run_1/pdn.png
Scale: 4 px per micron. Pins as bars on the die edge.
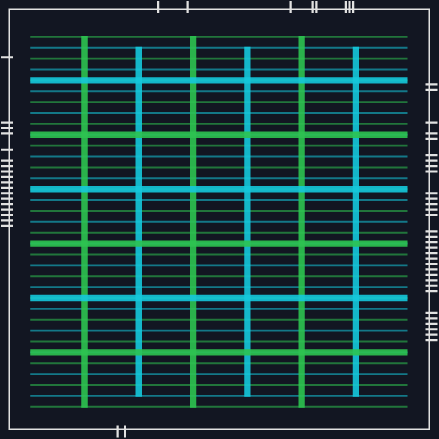
run_1/cell_classes.png
Scale: 3 px per micron. Fill, decap, tap and diode cells in grey.
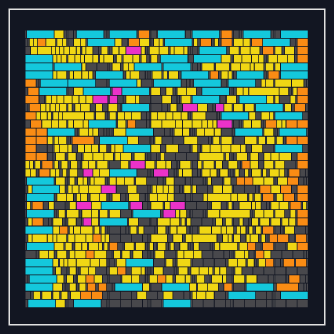
run_1/clock_map.png
Scale: 6 px per micron.
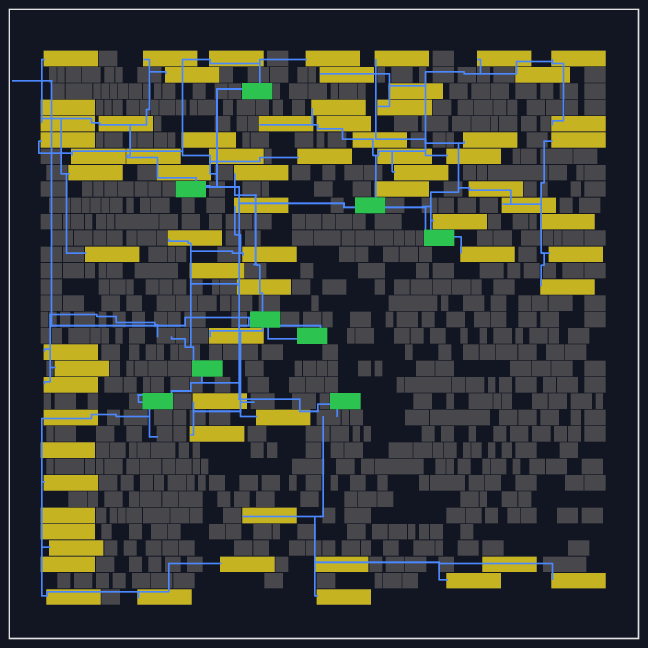
run_1/metal_stack.png
Scale: 4 px per micron. Only two layers are drawn.
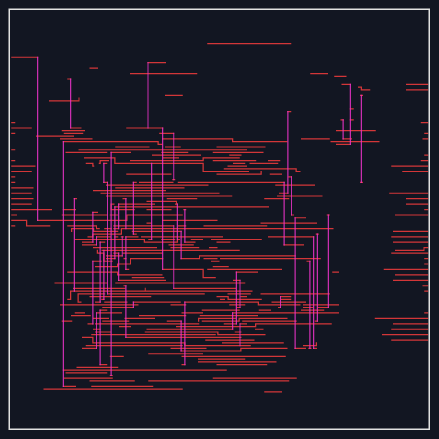
File: src/rtl/scoreboard_hazard_unit.sv
// scoreboard_hazard_unit: producer-side hazard controller for the 5-stage
// RV32IM pipeline. It stalls on load-use hazards and on hazards against an
// outstanding multi-cycle divide, which is tracked in a pending-write
// scoreboard. It also provides a divider watchdog and a saturating stall counter.
module scoreboard_hazard_unit #(
    parameter int unsigned DIV_TIMEOUT = 64,
    parameter int unsigned STALL_CNT_W = 16
) (
    input  logic                   clk,
    input  logic                   rst,
    input  logic [4:0]             if_id_rs1_addr_i,
    input  logic [4:0]             if_id_rs2_addr_i,
    input  logic                   if_id_rs1_used_i,
    input  logic                   if_id_rs2_used_i,
    input  logic [4:0]             if_id_rd_addr_i,
    input  logic                   if_id_reg_write_i,
    input  logic                   if_id_is_div_i,
    input  logic                   id_ex_mem_read_i,
    input  logic [4:0]             id_ex_rd_addr_i,
    input  logic                   div_start_i,
    input  logic [4:0]             div_rd_addr_i,
    input  logic                   div_done_i,
    input  logic                   flush_i,
    output logic                   stall_o,
    output logic                   bubble_o,
    output logic                   div_busy_o,
    output logic [4:0]             pending_rd_o,
    output logic                   timeout_o,
    output logic [STALL_CNT_W-1:0] stall_count_o
);

    typedef enum logic {
        IDLE = 1'b0,
        BUSY = 1'b1
    } state_t;

    state_t                 state_q;
    logic [31:0]            pending_q;
    logic [4:0]             pending_rd_q;
    logic [15:0]            wd_cnt_q;
    logic                   timeout_q;
    logic [STALL_CNT_W-1:0] stall_cnt_q;
    logic [STALL_CNT_W-1:0] stall_cnt_d;

    logic [31:0] set_mask;
    logic [31:0] done_mask;
    logic [31:0] eff_pending;
    logic        load_use;
    logic        raw_div;
    logic        waw_div;
    logic        struct_div;
    logic        stall;

    // Scoreboard masks and the four hazard terms; all combinational
    always_comb begin
        set_mask    = '0;
        done_mask   = '0;
        eff_pending = '0;
        load_use    = 1'b0;
        raw_div     = 1'b0;
        waw_div     = 1'b0;
        struct_div  = 1'b0;
        stall       = 1'b0;

        // x0 is never marked pending
        if (div_rd_addr_i != 5'd0) begin
            set_mask = 32'd1 << div_rd_addr_i;
        end
        // A completing divide reaches ID through the writeback path, so its
        // bit no longer blocks readers in the done cycle
        if ((state_q == BUSY) && div_done_i) begin
            done_mask = 32'd1 << pending_rd_q;
        end
        eff_pending = pending_q & ~done_mask;

        load_use = id_ex_mem_read_i && (id_ex_rd_addr_i != 5'd0) &&
                   (((if_id_rs1_addr_i == id_ex_rd_addr_i) && if_id_rs1_used_i) ||
                    ((if_id_rs2_addr_i == id_ex_rd_addr_i) && if_id_rs2_used_i));
        raw_div  = (eff_pending[if_id_rs1_addr_i] && if_id_rs1_used_i) ||
                   (eff_pending[if_id_rs2_addr_i] && if_id_rs2_used_i);
        waw_div  = if_id_reg_write_i && (if_id_rd_addr_i != 5'd0) &&
                   eff_pending[if_id_rd_addr_i];
        struct_div = if_id_is_div_i && (state_q == BUSY) && !div_done_i;

        stall = !flush_i && (load_use || raw_div || waw_div || struct_div);
    end

    // Divider tracking FSM: scoreboard, tracked rd, watchdog and sticky timeout
    always_ff @(posedge clk or posedge rst) begin
        if (rst) begin
            state_q      <= IDLE;
            pending_q    <= '0;
            pending_rd_q <= '0;
            wd_cnt_q     <= '0;
            timeout_q    <= 1'b0;
        end else begin
            case (state_q)
                IDLE: begin
                    if (div_start_i) begin
                        state_q      <= BUSY;
                        pending_q    <= pending_q | set_mask;
                        pending_rd_q <= div_rd_addr_i;
                        wd_cnt_q     <= '0;
                    end
                end
                BUSY: begin
                    if (div_done_i) begin
                        // Back-to-back issue: clear the old entry and set the new
                        // one in the same cycle; same rd leaves the bit set
                        pending_q <= (pending_q & ~done_mask) |
                                     (div_start_i ? set_mask : '0);
                        wd_cnt_q  <= '0;
                        if (div_start_i) begin
                            pending_rd_q <= div_rd_addr_i;
                        end else begin
                            state_q      <= IDLE;
                            pending_rd_q <= '0;
                        end
                    end else if (wd_cnt_q == 16'(DIV_TIMEOUT - 1)) begin
                        state_q      <= IDLE;
                        pending_q    <= '0;
                        pending_rd_q <= '0;
                        wd_cnt_q     <= '0;
                        timeout_q    <= 1'b1;
                    end else begin
                        wd_cnt_q <= wd_cnt_q + 16'd1;
                    end
                end
                default: begin
                    state_q <= IDLE;
                end
            endcase
        end
    end

    // Next value of the saturating stall counter
    always_comb begin
        stall_cnt_d = stall_cnt_q;
        if (stall && (stall_cnt_q != '1)) begin
            stall_cnt_d = stall_cnt_q + STALL_CNT_W'(1);
        end
    end

    // Stall performance counter register
    always_ff @(posedge clk or posedge rst) begin
        if (rst) begin
            stall_cnt_q <= '0;
        end else begin
            stall_cnt_q <= stall_cnt_d;
        end
    end

    assign stall_o       = stall;
    assign bubble_o      = stall;
    assign div_busy_o    = (state_q == BUSY);
    assign pending_rd_o  = pending_rd_q;
    assign timeout_o     = timeout_q;
    assign stall_count_o = stall_cnt_q;

endmodule

File: config.mk
export PLATFORM = sky130hd
export DESIGN_NAME = scoreboard_hazard_unit
export DESIGN_NICKNAME = d
export VERILOG_FILES = /design/src/rtl/scoreboard_hazard_unit.sv
export SDC_FILE = /design/constraint.sdc
export NUM_CORES = 1
export LEC_CHECK = 0
export CAP_MARGIN = 5
export CORE_MARGIN = 5
export CORE_UTILIZATION = 62
export CTS_CLUSTER_DIAMETER = 30
export DETAILED_ROUTE_END_ITERATION = 6
export MAX_ROUTING_LAYER = met4
export PLACE_DENSITY = 0.83
export REMOVE_ABC_BUFFERS = 1
export SLEW_MARGIN = 20
export SYNTH_ARGS = -nofsm -noshare
export SYNTH_HDL_FRONTEND = slang
export SYNTH_SLANG_ARGS = --single-unit
File: constraint.sdc
create_clock -name clk -period 6.41 [get_ports clk]
set_clock_uncertainty 0.1 [all_clocks]
set_input_delay 1.6025 -clock clk [delete_from_list [all_inputs] [get_ports clk]]
set_output_delay 1.6025 -clock clk [all_outputs]
set_load 0.005 [all_outputs]
==> flow_summary.ini, run 1 <==
; generated from flow reports
[floorplan]
num_io_pins = 60

[route]
drcViolationCount = 0
antenna_left = 0
met2RoutedLength_microns = 8489
drt-met1-wl_microns = 7944

[run_status]
status = complete, no violations

[finish]
layout_top_cell = dfrtp_1
antennaDiodeCount = 0
seq_cell_count = 71
area_delta_synth_final_pct = 15.46
layout.nonclk_buf_frac = 0.1222

[logic_synthesis]
synth_seq_share = 0.3200
synthCells = 625
adder_share = 0.004507
syn_area_sq_um = 5553
ys_sh_aoi = 0.2983
simple_gate_area_frac = 0.2019
ys.flops = 71
synth.distinct_cells = 77

[cts]
cts_root_buf = clkbuf_8
cts_hold_buf = 0

[critical_path]
cp_max_fo = 11
r2r_slack_ns = 2.60
r2r-end = stall_count_o[12]

[place]
io_buffers = 59
hpwl_microns = 13860

[worst_hold_path]
whs_path_depth = 1

[power_and_ir_drop]
pg_comb_mw = 0.365
fin_total_pwr_mw = 1.269
p_int_mw = 0.7854

[final_timing]
setup_tns_ns = 0
fmax_mhz = 160.0
slew-limit-headroom = 0.2727

[global_routing]
use_met3 = 0.1048
Notes on pdn.png above:
| net | colour |
|---|---|
| VDD | cyan |
| VSS | green |
met4 straps: 6
met5 straps: 6
core outline area: 8721 sq um
worst vdd ir: 148.2 uV
Die Width: 104.6 microns
Die Ht: 104.6 microns

Notes on cell_classes.png above:
| class | colour | cells | share of their area |
|---|---|---|---|
| flip-flops | cyan | 71 | 28% |
| other buffers and delay cells | orange | 81 | 12% |
| all other logic | yellow | 501 | 56% |
| clock drivers and dummy loads | magenta | 16 | 3.0% |

Notes on clock_map.png above:
[cells driving clock nets] green | count: 9
[clock wires] blue | length: 1050 microns
[flip-flops] yellow | count: 71
flops lie: widely spread

Notes on metal_stack.png above:
| layer | colour | wire length |
|---|---|---|
| met3 | red | 2670 microns |
| met4 | magenta | 765 microns |

run 1: critical path, cell delays in order:
cell and delay, ns:
clkdlybuf4s50_1 0.68, buf_4 0.30, mux2i_1 0.25, nor3_1 0.08, o41ai_1 0.36, o2111a_1 0.26, a41oi_1 0.19, o31ai_4 0.24
nand2_1 0.11, clkdlybuf4s50_1 0.46
run 1: per-stage QoR:
step,hold slack (ns),setup slack [ns],instance area (sq um),util,cells
detailed placement,0.3530,0.1447,6198,0.7108,760
CTS,0.3765,0.1368,6385,0.7321,776
floorplan,0.3590,1.258,5280,-,571
global route,0.4102,0.005520,6411,0.7352,777
global placement,0.3563,0.1300,6198,0.7108,760
finish,0.3745,0.1589,6411,0.7352,777
==> inputs of run 2 (changes only) <==
--- a/config.mk
+++ b/config.mk
@@ -13,7 +13,9 @@
 export MAX_ROUTING_LAYER = met4
 export PLACE_DENSITY = 0.83
 export REMOVE_ABC_BUFFERS = 1
+export SETUP_SLACK_MARGIN = 0.4
 export SLEW_MARGIN = 20
 export SYNTH_ARGS = -nofsm -noshare
 export SYNTH_HDL_FRONTEND = slang
 export SYNTH_SLANG_ARGS = --single-unit
+export TNS_END_PERCENT = 50
==> run 2 against run 1 <==
Final cell count rose by 0.64%. Power rose by 0.43%. Register-to-register slack improved by 0.06 ns. Die size did not move. Cell area rose by 1.6%. Hold slack got worse by 0.0013 ns. Highest routed layer unchanged.
==> flow_summary.ini, run 2 <==
; generated from flow reports
[floorplan]
dieHeight_microns = 104.6
die-area_sq_um = 10950
core_area_sq_um = 8721
die_x_microns = 104.6
num_io_pins = 60

[final_timing]
fmax_mhz = 166.9
setup_tns_ns = 0
finalWorstSetupSlack_ns = 0.4184
holdWs_ns = 0.3732
slew-limit-headroom = 0.2678
hold_viol_final = 0

[finish]
antennaDiodeCount = 0
stdcell_area_sq_um = 6515
final_cell_mix = dfrtp_1, clkdlybuf4s50_1, nand2_1
buffers = 86
layout_top_cell = dfrtp_1
seq_cell_count = 71
drive_above_1_share = 0.1320
area_delta_synth_final_pct = 17.33
layout.nonclk_buf_frac = 0.1258

[logic_synthesis]
synthCells = 625
ys_sh_aoi = 0.2983
synth.distinct_cells = 77
syn_area_sq_um = 5553
adder_share = 0.004507
ys.flops = 71
synthArstFlopShare = 1.000
synth_seq_share = 0.3200
simple_gate_area_frac = 0.2019

[critical_path]
slowest_stage = clkdlybuf4s50_1
path_common_cell = clkdlybuf4s50_1
max_stage_delay_ns = 0.50
cp_max_fo = 3
critPathTopFamily = AND-OR/OR-AND gates
worstPathBufferInverterCount = 2
critical_path.cell_chain = clkdlybuf4s50_1 -> or3b_4 -> o22ai_2 -> a2111oi_2 -> a2111o_1 -> a2111oi_4 -> nand3b_4 -> nand2_2 -> clkdlybuf4s50_1

[power_and_ir_drop]
fin_total_pwr_mw = 1.275

[place]
io_buffers = 59
place_inst = 760
placed_cell_area_sq_um = 6198
place_ws_ns = 0.1447

[cts]
cts.clk_slew.worst_paths_ns = 0.08
cts_root_buf = clkbuf_8
cts_hold_buf = 0

[route]
drcViolationCount = 0
antenna_left = 0

[run_status]
status = complete, no violations
run 2: power breakdown:
part           switching (mW)  internal (mW)
sequential             0.0611          0.482
clock                   0.211          0.149
combinational           0.214          0.158
total                   0.486          0.789
run 2: worst paths after layout:
path / to / cells after the start / startpoint / slack [ns]
max in group asynchronous: pending_q[23] / 3 / rst / 3.88
hold reg to reg: timeout_o / 1 / timeout_o / 0.37
hold / removal: timeout_o / 1 / timeout_o / 0.37
setup / recovery: bubble_o / 9 / flush_i / 0.42
min in group asynchronous: stall_count_o[1] / 3 / rst / 1.75
setup reg to reg: stall_count_o[12] / 8 / pending_rd_o[3] / 2.66
run 2: routing by layer:
layer	track usage	up-vias	share of wire
met5	-	-	0
met1	0.4898	2831	0.40
met3	0.1110	87	0.14
met2	0.5158	491	0.43
li1	-	2509	-
met4	0.1215	0	0.036
run_2/final_placement.png
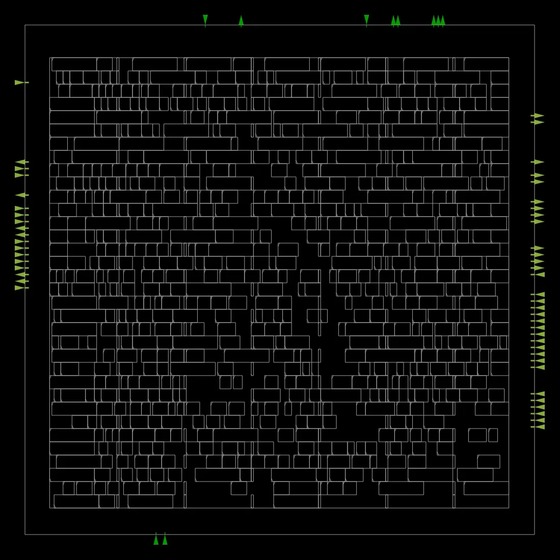
Post-Layout Cell Count: 782
Util after Layout: 0.7471
Rows: 34

run_2/metal_stack.png
Scale: 4 px per micron. Only two layers are drawn.
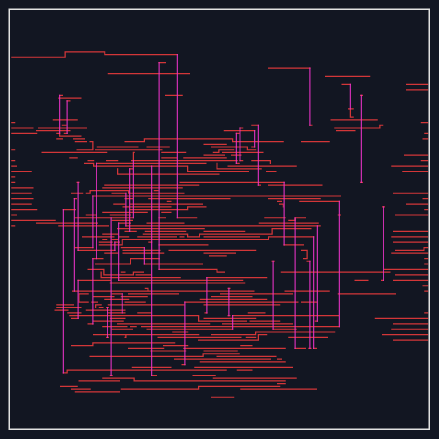
| layer | colour | wire length |
|---|---|---|
| met4 | magenta | 716 microns |
| met3 | red | 2770 microns |
Total Wirelength: 19900 microns
Avg WL per Cell: 25.44 microns
DR vias: 5918

run_2/pdn.png
Scale: 4 px per micron. Pins as bars on the die edge.
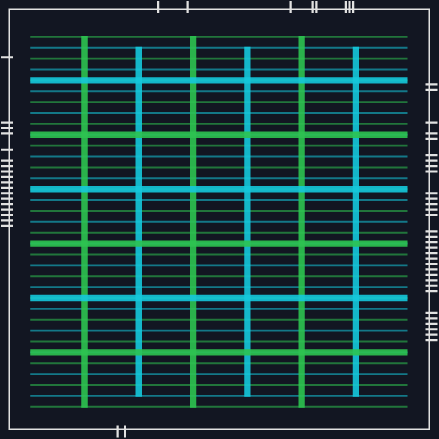
worst vdd ir: 148.4 uV

Power and IR drop assume default switching activity.
